**src/rtl/ysyx_2022040010_lsu_pkg.sv**
```systemverilog
// Shared encodings for the load/store unit: access size, FSM state, default bus timeout.
package ysyx_2022040010_lsu_pkg;

   typedef enum logic [1:0] {
      LSU_SIZE_B = 2'd0,
      LSU_SIZE_H = 2'd1,
      LSU_SIZE_W = 2'd2,
      LSU_SIZE_D = 2'd3
   } lsu_size_e;

   typedef enum logic [1:0] {
      LSU_IDLE = 2'd0,
      LSU_REQ  = 2'd1,
      LSU_WAIT = 2'd2,
      LSU_DONE = 2'd3
   } lsu_state_e;

   localparam int LSU_TIMEOUT = 255;

endpackage

```
**src/rtl/ysyx_2022040010_lsu_if.sv**
```systemverilog
// Data-SRAM bus: valid/ready request channel plus a valid-only response beat.
interface ysyx_2022040010_lsu_if;

   logic        mem_req_valid;
   logic        mem_req_ready;
   logic [63:0] mem_addr;
   logic        mem_we;
   logic [63:0] mem_wdata;
   logic [7:0]  mem_wstrb;
   logic        mem_rsp_valid;
   logic [63:0] mem_rsp_rdata;

   modport master (
      output mem_req_valid, mem_addr, mem_we, mem_wdata, mem_wstrb,
      input  mem_req_ready, mem_rsp_valid, mem_rsp_rdata
   );

   modport slave (
      input  mem_req_valid, mem_addr, mem_we, mem_wdata, mem_wstrb,
      output mem_req_ready, mem_rsp_valid, mem_rsp_rdata
   );

endinterface

```
**src/rtl/ysyx_2022040010_lsu_align.sv**
```systemverilog
// Combinational: size + low address bits -> byte mask, lane-shifted store data, misalign flag.
// Zero latency, no flow control.
module ysyx_2022040010_lsu_align
   import ysyx_2022040010_lsu_pkg::*;
(
   input  lsu_size_e   size,
   input  logic [2:0]  addr_lo,
   input  logic [63:0] wdata,
   output logic [7:0]  mask,
   output logic [63:0] wdata_sh,
   output logic        misalign
);

   always_comb begin
      mask     = 8'h00;
      misalign = 1'b0;
      case (size)
         LSU_SIZE_B: mask = 8'h01 << addr_lo;
         LSU_SIZE_H: begin
            mask     = 8'h03 << addr_lo;
            misalign = addr_lo[0];
         end
         LSU_SIZE_W: begin
            mask     = 8'h0F << addr_lo;
            misalign = |addr_lo[1:0];
         end
         default: begin
            mask     = 8'hFF;
            misalign = |addr_lo;
         end
      endcase
   end

   assign wdata_sh = wdata << {addr_lo, 3'b000};

endmodule

```
**src/rtl/ysyx_2022040010_lsu.sv**
```systemverilog
// Load/store unit: EX request -> one valid/ready SRAM transaction, stalling IF..EX while outstanding.
// >=2 cycles accept->lsu_done; request held stable until mem_req_ready; TIMEOUT cycles forces bus_err.
module ysyx_2022040010_lsu
   import ysyx_2022040010_lsu_pkg::*;
#(
   parameter int TIMEOUT = LSU_TIMEOUT,
   parameter int CNT_W   = 8
) (
   input  logic                         clk,
   input  logic                         rst,
   input  logic                         ex_valid,
   input  logic                         ex_we,
   input  logic [1:0]                   ex_size,
   input  logic [63:0]                  ex_addr,
   input  logic [63:0]                  ex_wdata,
   ysyx_2022040010_lsu_if.master        mem,
   output logic                         stall_req,
   output logic                         lsu_done,
   output logic [63:0]                  dsram_rdata,
   output logic [7:0]                   dsram_sel,
   output logic                         bus_err,
   output logic                         misalign
);

   localparam logic [CNT_W-1:0] TO_LAST = CNT_W'(TIMEOUT == 0 ? 0 : TIMEOUT - 1);

   lsu_state_e       state_q, state_d;
   logic [63:0]      addr_q, addr_d;
   logic [63:0]      wdata_q, wdata_d;
   logic [63:0]      rdata_q, rdata_d;
   logic [7:0]       wstrb_q, wstrb_d;
   logic [7:0]       sel_q, sel_d;
   logic             we_q, we_d;
   logic             err_q, err_d;
   logic [CNT_W-1:0] cnt_q, cnt_d;

   logic [7:0]       al_mask;
   logic [63:0]      al_wdata;
   logic             al_mis;
   logic             accept;
   logic             timeout;

   ysyx_2022040010_lsu_align u_align (
      .size     (lsu_size_e'(ex_size)),
      .addr_lo  (ex_addr[2:0]),
      .wdata    (ex_wdata),
      .mask     (al_mask),
      .wdata_sh (al_wdata),
      .misalign (al_mis)
   );

   // rst gates the IDLE-side outputs so nothing leaks out while EX is held valid in reset
   assign accept  = rst && (state_q == LSU_IDLE) && ex_valid && !al_mis;
   assign timeout = (TIMEOUT != 0) && (cnt_q == TO_LAST);

   always_comb begin
      state_d = state_q;
      addr_d  = addr_q;
      wdata_d = wdata_q;
      wstrb_d = wstrb_q;
      we_d    = we_q;
      rdata_d = rdata_q;
      sel_d   = sel_q;
      cnt_d   = cnt_q;
      err_d   = 1'b0;
      case (state_q)
         LSU_IDLE: begin
            if (accept) begin
               addr_d  = {ex_addr[63:3], 3'b000};
               wdata_d = al_wdata;
               wstrb_d = al_mask;
               we_d    = ex_we;
               cnt_d   = '0;
               state_d = LSU_REQ;
            end
         end
         LSU_REQ, LSU_WAIT: begin
            cnt_d = cnt_q + CNT_W'(1);
            if (mem.mem_rsp_valid && (state_q == LSU_WAIT || mem.mem_req_ready)) begin
               rdata_d = we_q ? 64'd0 : mem.mem_rsp_rdata;
               sel_d   = wstrb_q;
               state_d = LSU_DONE;
            end else if (timeout) begin
               rdata_d = 64'd0;
               sel_d   = wstrb_q;
               err_d   = 1'b1;
               state_d = LSU_DONE;
            end else if (state_q == LSU_REQ && mem.mem_req_ready) begin
               state_d = LSU_WAIT;
            end
         end
         default: state_d = LSU_IDLE;
      endcase
   end

   always_ff @(posedge clk or negedge rst) begin
      if (!rst) begin
         state_q <= LSU_IDLE;
         addr_q  <= '0;
         wdata_q <= '0;
         wstrb_q <= '0;
         we_q    <= 1'b0;
         rdata_q <= '0;
         sel_q   <= '0;
         cnt_q   <= '0;
         err_q   <= 1'b0;
      end else begin
         state_q <= state_d;
         addr_q  <= addr_d;
         wdata_q <= wdata_d;
         wstrb_q <= wstrb_d;
         we_q    <= we_d;
         rdata_q <= rdata_d;
         sel_q   <= sel_d;
         cnt_q   <= cnt_d;
         err_q   <= err_d;
      end
   end

   assign mem.mem_req_valid = (state_q == LSU_REQ);
   assign mem.mem_addr      = addr_q;
   assign mem.mem_we        = we_q;
   assign mem.mem_wdata     = wdata_q;
   assign mem.mem_wstrb     = wstrb_q;

   assign stall_req   = accept || (state_q == LSU_REQ) || (state_q == LSU_WAIT);
   assign lsu_done    = (state_q == LSU_DONE);
   assign bus_err     = err_q;
   assign dsram_rdata = rdata_q;
   assign dsram_sel   = sel_q;
   assign misalign    = rst && (state_q == LSU_IDLE) && ex_valid && al_mis;

endmodule

```
**src/flat_wrapper.sv**
```systemverilog
// flat-port wrapper written by rule: the top's interface ports become plain ports
module ysyx_2022040010_lsu_flat import ysyx_2022040010_lsu_pkg::*;
#(
   parameter int TIMEOUT = LSU_TIMEOUT,
   parameter int CNT_W   = 8
)
  (clk, rst, ex_valid, ex_we, ex_size, ex_addr, ex_wdata, stall_req, lsu_done, dsram_rdata, dsram_sel, bus_err, misalign, mem_mem_req_valid, mem_mem_addr, mem_mem_we, mem_mem_wdata, mem_mem_wstrb, mem_mem_req_ready, mem_mem_rsp_valid, mem_mem_rsp_rdata);
  ysyx_2022040010_lsu_if mem_i ();
  input  logic clk;
  input  logic rst;
  input  logic ex_valid;
  input  logic ex_we;
  input  logic [1:0] ex_size;
  input  logic [63:0] ex_addr;
  input  logic [63:0] ex_wdata;
  output logic stall_req;
  output logic lsu_done;
  output logic [63:0] dsram_rdata;
  output logic [7:0] dsram_sel;
  output logic bus_err;
  output logic misalign;
  output wire logic [$bits(mem_i.mem_req_valid)-1:0] mem_mem_req_valid;
  output wire logic [$bits(mem_i.mem_addr)-1:0] mem_mem_addr;
  output wire logic [$bits(mem_i.mem_we)-1:0] mem_mem_we;
  output wire logic [$bits(mem_i.mem_wdata)-1:0] mem_mem_wdata;
  output wire logic [$bits(mem_i.mem_wstrb)-1:0] mem_mem_wstrb;
  input wire logic [$bits(mem_i.mem_req_ready)-1:0] mem_mem_req_ready;
  input wire logic [$bits(mem_i.mem_rsp_valid)-1:0] mem_mem_rsp_valid;
  input wire logic [$bits(mem_i.mem_rsp_rdata)-1:0] mem_mem_rsp_rdata;
  assign mem_mem_req_valid = mem_i.mem_req_valid;
  assign mem_mem_addr = mem_i.mem_addr;
  assign mem_mem_we = mem_i.mem_we;
  assign mem_mem_wdata = mem_i.mem_wdata;
  assign mem_mem_wstrb = mem_i.mem_wstrb;
  assign mem_i.mem_req_ready = mem_mem_req_ready;
  assign mem_i.mem_rsp_valid = mem_mem_rsp_valid;
  assign mem_i.mem_rsp_rdata = mem_mem_rsp_rdata;
  ysyx_2022040010_lsu #(.TIMEOUT(TIMEOUT), .CNT_W(CNT_W)) u_core (.clk(clk), .rst(rst), .ex_valid(ex_valid), .ex_we(ex_we), .ex_size(ex_size), .ex_addr(ex_addr), .ex_wdata(ex_wdata), .mem(mem_i), .stall_req(stall_req), .lsu_done(lsu_done), .dsram_rdata(dsram_rdata), .dsram_sel(dsram_sel), .bus_err(bus_err), .misalign(misalign));
endmodule
```
**config.mk**
```make
export PLATFORM = sky130hd
export DESIGN_NAME = ysyx_2022040010_lsu_flat
export DESIGN_NICKNAME = d
export VERILOG_FILES = /design/src/rtl/ysyx_2022040010_lsu_pkg.sv /design/src/rtl/ysyx_2022040010_lsu_if.sv /design/src/rtl/ysyx_2022040010_lsu_align.sv /design/src/rtl/ysyx_2022040010_lsu.sv /design/src/flat_wrapper.sv
export SDC_FILE = /design/constraint.sdc
export NUM_CORES = 1
export LEC_CHECK = 0
export CAP_MARGIN = 5
export CORE_ASPECT_RATIO = 0.75
export CORE_MARGIN = 5
export CORE_UTILIZATION = 49
export CTS_BUF_LIST = sky130_fd_sc_hd__clkbuf_8
export DETAILED_ROUTE_END_ITERATION = 8
export GPL_ROUTABILITY_DRIVEN = 0
export HOLD_SLACK_MARGIN = 0.08
export MAX_ROUTING_LAYER = met4
export PLACE_DENSITY = 0.88
export REMOVE_ABC_BUFFERS = 1
export SETUP_SLACK_MARGIN = 0.05
export SYNTH_ARGS = -nofsm -noshare
export SYNTH_HDL_FRONTEND = slang
export SYNTH_SLANG_ARGS = --single-unit
export TNS_END_PERCENT = 50
```
**constraint.sdc**
```tcl
create_clock -name clk -period 4.21 [get_ports clk]
set_input_delay 0.842 -clock clk [delete_from_list [all_inputs] [get_ports clk]]
set_output_delay 0.842 -clock clk [all_outputs]
set_load 0.01 [all_outputs]
```
==> flow_summary_export.csv, run 1 <==
group,metric,value,unit
critical_path,path_common_cell,"clkdlybuf4s50_1",
timing,layout_setup_ws,0.4418,ns
timing,setup_viol,0,
route,first_iter_violations,690,
clock_network,postCtsSetupBuffers,0,
timing,fin_crit,3.768,ns
clock_network,cts_resized,0,
timing,hold_viol,0,
floorplanning,die_h,135.6,µm
clock_network,clk_pin_slew_worst_paths,0.07,ns
flow_run,cap_viol_max_count,0,
critical_path,worst_path_largest_cell_delay,0.52,ns
final_layout,final_util,73.10,%
floorplanning,die_width,177.5,µm
power,p_leak,6.867,nW
global_route,grt_max_degree,155,
synthesis,synthArstFlopShare,100.0,%
floorplanning,rows,46,
status,outcome,"finished clean",
clock_network,ctsHoldBuffers,0,
placed_design,preCtsSetupSlack,0.4518,ns
timing,fmax,0.2654,GHz
placed_design,io_buffers,410,
clock_network,cts_max_level,2,
floorplanning,io_pins,414,
synthesis,largest_area_cell,"dfrtp_1",
critical_path,crit_type,"input port to primary output",
critical_path,critPathBufInv,2,
synthesis,synth_flops,217,
route,drc,0,
synthesis,top_area_share,52.70,%
critical_path,end_kind,"primary output",
power,p_comb_share,45.2,%
critical_path,crit_path_start_kind,"input port",
power,p_seq_share,36.5,%
placed_design,hpwlAfterDp,25110,µm
critical_path,path_max_fanout,11,
global_route,grt_usage,29.11,%
synthesis,ys_seq_share,52.70,%
synthesis,synth_cell_types,48,
clock_network,clockRootBuffer,"clkbuf_8",
global_route,grt_antenna_before_repair,6,
route,ant_nets,0,
final_layout,design_area,0.01527,mm²
final_layout,fillers,1454,
synthesis,synth_warnings,0,
placed_design,place_area,0.01454,mm²
final_layout,area_growth,48.22,%
final_layout,fin_nets,1582,
global_route,grt_pass1_vias,9467,
synthesis,ys_cells,985,
power,power_switching_share,35.87,%
floorplanning,fp_util,49.32,%
synthesis,most_common_cell,"nand2_1",
critical_path,crit_chain,"clkdlybuf4s50_1 -> ha_1 -> a211oi_2 -> o31ai_4 -> nand2_1 -> clkdlybuf4s50_1",
timing,max_slew_margin,32.65,%
critical_path,crit_slowest_cell,"clkdlybuf4s50_1",
synthesis,yosysChipArea,0.01030,mm²
power,clkPwrFrac,18.3,%
power,power.density,665.2,mW/mm²
min_path,hp-class,"input port to asynchronous set/reset pin",
global_route,grt.overflow.total,0,
synthesis,ys_top_cells_by_area,"dfrtp_1 (53%), nand2_1 (9.1%), mux2_2 (7.2%)",
synthesis,syn_inst,985,
power,peakVddDrop,0.0003204,V
global_route,grt_pass1_wl,52840,µm
route,wl_per_cell,20.79,µm
critical_path,critPathTopFamily,"buffers and inverters",
timing,drv_slew,0,
final_layout,comb_area,0.004482,mm²
power,power,0.01016,W
critical_path,crit_required,3.37,ns
power,power_switching,0.003644,W
synthesis,synthesis.area,0.01030,mm²
placed_design,placedCellCount,1622,
timing,worst_pin_slew,1.007,ns
clock_network,cts_tree,"built",
final_layout,final_cells,1691,
clock_network,cts_buffer_depth,3,
route,viasPerCell,5.446,
synthesis,syn_area_per_cell,10.46,µm²
critical_path,cp_data_arrival_time,2.93,ns
floorplanning,die-area,0.02406,mm²
timing,rsz0062_at_grt,"false",
final_layout,regArea,0.005430,mm²
synthesis,ff_type,"dfrtp_1",
route,drtPass1Iterations,5,
timing,finalClockPeriodUsage,89.51,%
final_layout,final_layout_size_suffix_gt1_share,11.39,%
synthesis,synth-edff-count,0,
timing,holdWs,0.1704,ns
synthesis,yosys-top-cells-count,"nand2_1 (250), dfrtp_1 (217), nand3_1 (71), mux2_2 (66), mux2i_1 (57)",
power,p_int,0.006515,W
flow_run,tool_warnings,33,
timing,setup-tns-final,0,ns
==> run 1: state kept, by name, indices dropped and copies added, names as in the netlist <==
| signal | cells |
|---|---|
| u_core.mem.mem_wdata | 64 |
| u_core.bus_err | 1 |
| u_core.mem.mem_wstrb | 8 |
| u_core.mem.mem_we | 1 |
| u_core.cnt_q | 8 |
| u_core.dsram_sel | 8 |
| u_core.dsram_rdata | 64 |
| u_core.mem.mem_addr | 61 |
| u_core.state_q | 2 |
==> run 1: cell families (layout without fill, tap and decap cells) <==
| family | after synthesis | after routing | synth area share [%] |
|---|---|---|---|
| AOI/OAI and AO/OA | 135 | 135 | 8.354 |
| adders and majority gates | 9 | 9 | 1.093 |
| buffers and inverters | 85 | 494 | 4.225 |
| DFF | 217 | 217 | 52.70 |
| muxes | 149 | 149 | 17.34 |
| other | 1 | 10 | 0.03639 |
| and+or+nand+nor | 389 | 389 | 16.26 |
==> run 1: final cells by class <==
type                            instances  area share (%)
Clock inverter                         16          0.5243
Timing Repair Buffer                  423           27.74
Antenna cell                            7          0.1147
Sequential cell                       217           35.55
Clock buffer                           46           4.145
Tap cell                              288           2.359
Multi-Input combinational cell        685           29.34
Inverter                                9          0.2212
==> run 1: path summary, 6_finish.rpt <==
path                                                         start                                   to  slack [ns]  depth (start not counted)
worst max-delay path                                    ex_size[1]                            stall_req        0.44                          6
worst min-delay path                                           rst  u_core.mem.mem_addr[56]$_DFFE_PN0P_        0.17                          1
worst max register to register       u_core.state_q[0]$_DFFE_PN0P_   u_core.dsram_rdata[27]$_DFFE_PN0P_        1.53                          7
worst min register to register  u_core.dsram_rdata[35]$_DFFE_PN0P_   u_core.dsram_rdata[35]$_DFFE_PN0P_        0.46                          2
max in group asynchronous                                      rst   u_core.mem.mem_addr[9]$_DFFE_PN0P_        2.03                          3
min in group clk                u_core.dsram_rdata[35]$_DFFE_PN0P_   u_core.dsram_rdata[35]$_DFFE_PN0P_        0.46                          2
==> run 1: layer usage <==
metal	vias to the layer above	share of wire (%)	track usage (%)	wire [µm]
met5	-	0	-	0
met4	0	4.6	12.71	1602
met3	102	9.7	8.845	3426
met2	472	49	47.24	17230
met1	4439	37	33.74	12890
li1	4197	-	-	-
==> run 1: power by group through the flow <==
stage | Combinational [W] | Clock [W] | Sequential (W)
after floorplan | 0.00137 | 0 | 0.00406
after global placement | 0.00445 | 0 | 0.00365
after detailed placement | 0.00460 | 0 | 0.00370
after CTS | 0.00463 | 0.00189 | 0.00369
after global routing | 0.00493 | 0.00200 | 0.00382
final | 0.00459 | 0.00186 | 0.00371
==> run 1: cells in the final DEF, fill, tap and decap left out, drive strengths merged, types with 7 or more instances in the layout <==
cell type / synthesis / final
mux2: 76 / 76
ha: 9 / 9
mux4: 16 / 16
a32oi: 8 / 8
o21ai: 57 / 57
inv: 9 / 23
dfrtp: 217 / 217
nor2: 24 / 24
diode: 0 / 7
a21oi: 17 / 17
nand2: 250 / 250
o31ai: 25 / 25
clkbuf: 30 / 46
buf: 46 / 16
clkdlybuf4s50: 0 / 407
mux2i: 57 / 57
nand3: 71 / 71
nand2b: 23 / 23
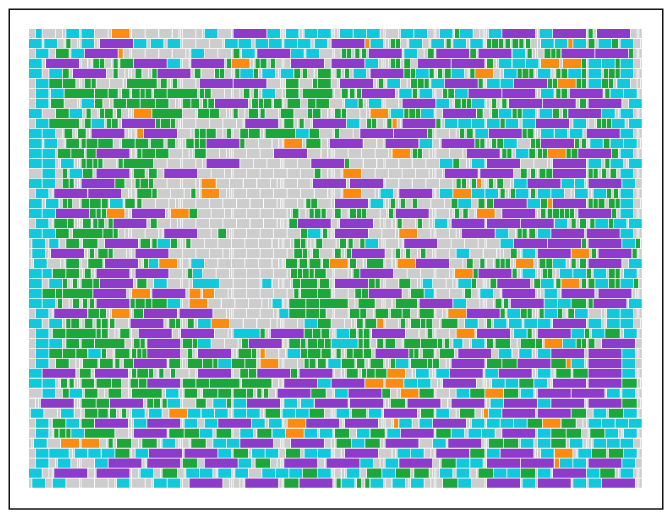
(run_1/class_map.png)
Fill, decap, tap and diode cells in grey.
Key: orange = clock drivers and dummy loads [cells 62, share of their area 4.8%]; green = remaining logic cells [cells 694, share of their area 30%]; cyan = remaining buffers and delay cells [cells 423, share of their area 28%]; purple = registers [cells 217, share of their area 36%]
core area: 0.02089 mm²
flop share of the area: 35.55%

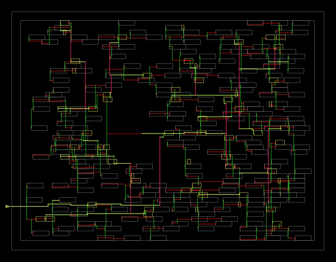
(run_1/clock_nets.png)
Worst Skew: 0.01707 ns
Worst-Skew Late Latency: 0.52 ns
CTS Buf Count: 37
Clock Sinks: 217
clkbuf count: 46

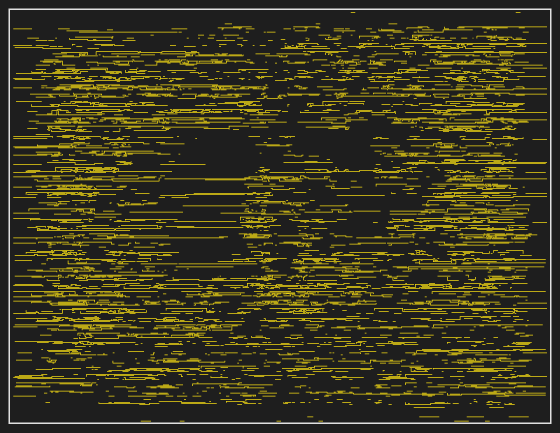
(run_1/m1.png)
The layer holds 37% of the routed length. 1412 nets have wire on it. The wires run mostly horizontal.
final wirelength: 35160 µm
GR Util met1: 33.74%
Via Count: 9210

==> run 2: changes to the inputs <==
--- a/config.mk
+++ b/config.mk
@@ -6,17 +6,17 @@
 export NUM_CORES = 1
 export LEC_CHECK = 0
 export CAP_MARGIN = 5
-export CORE_ASPECT_RATIO = 0.75
-export CORE_MARGIN = 5
-export CORE_UTILIZATION = 49
+export CORE_AREA = 2 2 162 164
 export CTS_BUF_LIST = sky130_fd_sc_hd__clkbuf_8
 export DETAILED_ROUTE_END_ITERATION = 8
+export DIE_AREA = 0 0 164 166
 export GPL_ROUTABILITY_DRIVEN = 0
 export HOLD_SLACK_MARGIN = 0.08
 export MAX_ROUTING_LAYER = met4
-export PLACE_DENSITY = 0.88
+export PLACE_DENSITY = 0.75
 export REMOVE_ABC_BUFFERS = 1
 export SETUP_SLACK_MARGIN = 0.05
+export SKIP_CTS_REPAIR_TIMING = 1
 export SYNTH_ARGS = -nofsm -noshare
 export SYNTH_HDL_FRONTEND = slang
 export SYNTH_SLANG_ARGS = --single-unit
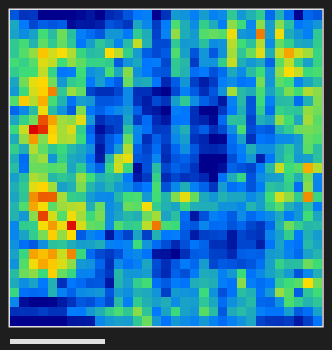
(run_2/route_heat.png)
Scale bar: 50 µm. 33 x 33 tiles, from dark blue (low) to red (high), scaled to the fullest tile. Values are wire area over tile area, all layers added.
21% of the tiles are over half the peak. The densest ninth of the die: west. The fullest tile reaches 0.58. The mean over all tiles is 0.20. 2.8% of the tiles are nearly empty.
Via Count: 8993
final wirelength: 33040 µm
total track usage: 24.80%
WL per Instance: 18.87 µm

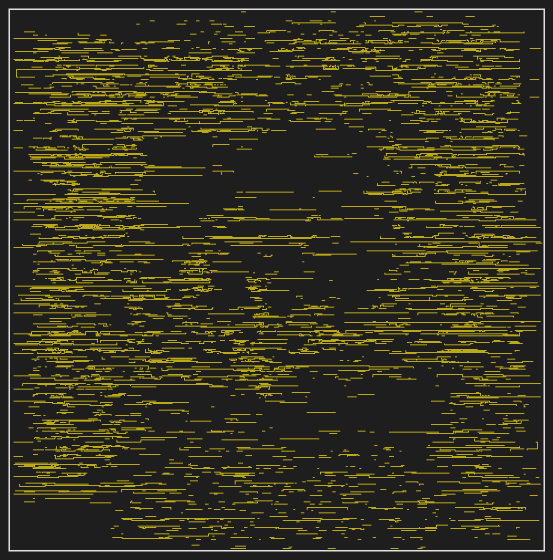
(run_2/m1.png)
The layer carries 12500 µm of wire. The layer holds 38% of the routed length. The wires run mostly horizontal.
GR Util met1: 28.36%

==> run 2 against run 1 <==
Clock power up 8%. Final cell count increased by 3.5%. First-iteration DRC count fell by 13%. Routed wire length shrank 6.0%. Synthesized cell count unchanged. Highest routed layer unchanged.
==> flow_summary_export.csv, run 2 <==
group,metric,value,unit
floorplanning,die-area,0.02722,mm²
critical_path,crit_type,"input port to primary output",
critical_path,critPathLaunch,"ex_size[0]",
route,wl_met3,3138,µm
floorplanning,fp_util,40.23,%
final_layout,final_layout_size_suffix_gt1_share,12.27,%
clock_network,cts_max_level,2,
timing,drv_slew,0,
synthesis,ys_sh_adder,1.093,%
min_path,hp-class,"input port to asynchronous set/reset pin",
route,wl_met1,12490,µm
status,outcome,"finished clean",
synthesis,simple_gate_area_share,16.26,%
critical_path,worst_path_largest_cell_delay,0.52,ns
global_route,grt_pass1_vias,9080,
clock_network,clockRootBuffer,"clkbuf_8",
timing,max_slew_margin,33.56,%
critical_path,path_max_fanout,7,
power,p_leak,6.924,nW
synthesis,syn_area_per_cell,10.46,µm²
clock_network,cts_tree,"built",
timing,hold_viol,0,
synthesis,synthesis.area,0.01030,mm²
clock_network,cts_sinks,217,
critical_path,crit_end,"misalign",
route,dr.max_layer_used,"met4",
route,drc,0,
synthesis,synth-edff-count,0,
timing,setup_viol,0,
global_route,grt.overflow.total,0,
final_layout,fillers,2142,
power,power.density,659.5,mW/mm²
synthesis,ys_cells,985,
route,first_iter_violations,597,
synthesis,mux_share,17.34,%
floorplanning,io_pins,414,
final_layout,fin_nets,1590,
synthesis,topCombFamilyByArea,"multiplexers",
critical_path,crit_slowest_cell,"clkdlybuf4s50_1",
flow_run,cap_viol_max_count,0,
critical_path,end_kind,"primary output",
final_layout,layout.cells.most_common,"clkdlybuf4s50_1",
final_layout,final_util,60.31,%
global_route,grt_max_degree,102,
route,viasPerCell,5.136,
critical_path,r2r_end,"u_core.mem.mem_wdata[3]$_DFFE_PN0P_",
clock_network,clk_pin_slew_worst_paths,0.06,ns
timing,holdWs,0.1920,ns
clock_network,cts_buffer_depth,3,
synthesis,synth_flops,217,
flow_run,tool_warnings,33,
route,dr_wl_met2,16450,µm
critical_path,crit_required,3.37,ns
timing,fmax,0.2710,GHz
global_route,grt_antenna_before_repair,6,
synthesis,top_area_share,52.70,%
floorplanning,die_h,166,µm
synthesis,largest_area_cell,"dfrtp_1",
final_layout,lay_top_cells,"clkdlybuf4s50_1 (407), nand2_1 (250), dfrtp_1 (217), nand3_1 (71), mux2_2 (66)",
timing,worst_pin_slew,0.9930,ns
synthesis,ys_sh_aoi,8.354,%
timing,rsz0062_at_grt,"false",
synthesis,ys_top_cells_by_area,"dfrtp_1 (53%), nand2_1 (9.1%), mux2_2 (7.2%)",
timing,finalClockPeriodUsage,87.66,%
critical_path,path_common_cell,"clkdlybuf4s50_1",
synthesis,syn_inst,985,
synthesis,ff_type,"dfrtp_1",
critical_path,cp_data_arrival_time,2.85,ns
timing,setup-tns-final,0,ns
synthesis,synthArstFlopShare,100.0,%
critical_path,crit_path_start_kind,"input port",
route,drtPass1Iterations,5,
synthesis,synth_cell_types,48,
timing,fin_crit,3.691,ns
floorplanning,fp.coreArea,0.02562,mm²
placed_design,hpwlAfterDp,24520,µm
synthesis,synth_warnings,0,
floorplanning,rows,59,
synthesis,most_common_cell,"nand2_1",
critical_path,crit_chain,"clkdlybuf4s50_1 -> inv_1 -> ha_1 -> nor3_2 -> nor3_1 -> and2_1 -> clkdlybuf4s50_1",
synthesis,yosysChipArea,0.01030,mm²
critical_path,reg2reg_depth,7,
global_route,grt_pass1_wl,50760,µm
synthesis,yosys-top-cells-count,"nand2_1 (250), dfrtp_1 (217), nand3_1 (71), mux2_2 (66), mux2i_1 (57)",
final_layout,area_growth,49.93,%
synthesis,ys_seq_share,52.70,%
route,ant_nets,0,
power,peakVddDrop,0.0003642,V
critical_path,worst-r2r-setup-slack,1.49,ns
synthesis,synth-xor-area-share,0,%
critical_path,r2r-start,"u_core.state_q[0]$_DFFE_PN0P_",
floorplanning,die_width,164,µm
placed_design,io_buffers,410,
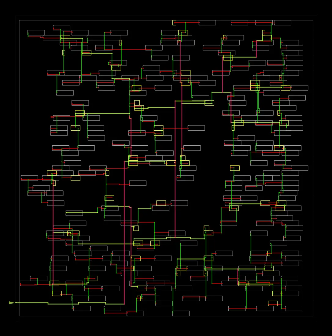
(run_2/clock_nets.png)
Worst Skew: 0.02998 ns
CTS Buf Count: 39
Clock Power: 0.00200 W
Worst-Skew Late Latency: 0.54 ns

## run 2: cell counts after synthesis
Identical to the previous run, type by type.
## run 2: cell families (layout without fill, tap and decap cells)
logic type,after synthesis,after routing
AND/OR/NAND/NOR,389,389
flip-flops,217,217
multiplexers,149,149
AND-OR/OR-AND,135,135
buffers and inverters,85,508
adder cells (fa/ha/maj),9,9
other,1,9
## run 2: how the worst min path moves through the flow
stage / cells past startpoint / endpoint / startpoint
finish: 1 / u_core.mem.mem_wdata[42]$_DFFE_PN0P_ / rst
global route: 1 / u_core.mem.mem_wdata[42]$_DFFE_PN0P_ / rst
CTS: 1 / u_core.mem.mem_wdata[42]$_DFFE_PN0P_ / rst
detailed placement: 2 / u_core.dsram_rdata[22]$_DFFE_PN0P_ / u_core.dsram_rdata[22]$_DFFE_PN0P_
global placement: 2 / u_core.dsram_rdata[2]$_DFFE_PN0P_ / u_core.dsram_rdata[2]$_DFFE_PN0P_
floorplan: 1 / u_core.cnt_q[0]$_DFFE_PN0P_ / u_core.cnt_q[0]$_DFFE_PN0P_
## run 2: layout make-up
cell class                 instances  area, µm²  share of cell area (%)
antenna                            6      15.01                 0.09718
clock buffer                      49      674.4                   4.365
clock inverter                    21      126.4                  0.8179
inverter                           9      33.78                  0.2187
multi-input combinational        685       4482                   29.01
sequential                       217       5430                   35.15
tap                              335      419.2                   2.713
timing repair buffer             429       4269                   27.63
## run 2: metrics by stage
step | power, W | cells | cell area [µm²] | setup WS, ns
4_1_cts | 0.01030 | 1745 | 15430 | 0.5098
3_5_place_dp | 0.008253 | 1675 | 14630 | 0.4767
3_3_place_gp | 0.008139 | 1675 | 14630 | 0.5538
2_1_floorplan | 0.005430 | 911 | 9911 | -6.582
6_report | 0.01019 | 1751 | 15450 | 0.5194
5_1_grt | 0.01088 | 1751 | 15450 | 0.3728
## run 2: layer usage
layer | up-vias | global-route usage [%]
met5 | - | -
met1 | 4320 | 28.36
met2 | 394 | 40.45
met3 | 60 | 7.767
li1 | 4219 | -
met4 | 0 | 9.802
## run 2: power breakdown
| part | switching [W] | internal, W |
|---|---|---|
| clock network | 0.000888 | 0.00111 |
| logic | 0.00207 | 0.00247 |
| registers | 0.000578 | 0.00307 |
## run 2: worst max-delay path: cells and delay by family
| kind | cells | cell delay (ns) |
|---|---|---|
| buf+inv | 3 | 1.09 |
| simple gates | 3 | 0.64 |
| fa+ha+maj | 1 | 0.28 |
Power is estimated from default activity; no workload was simulated.
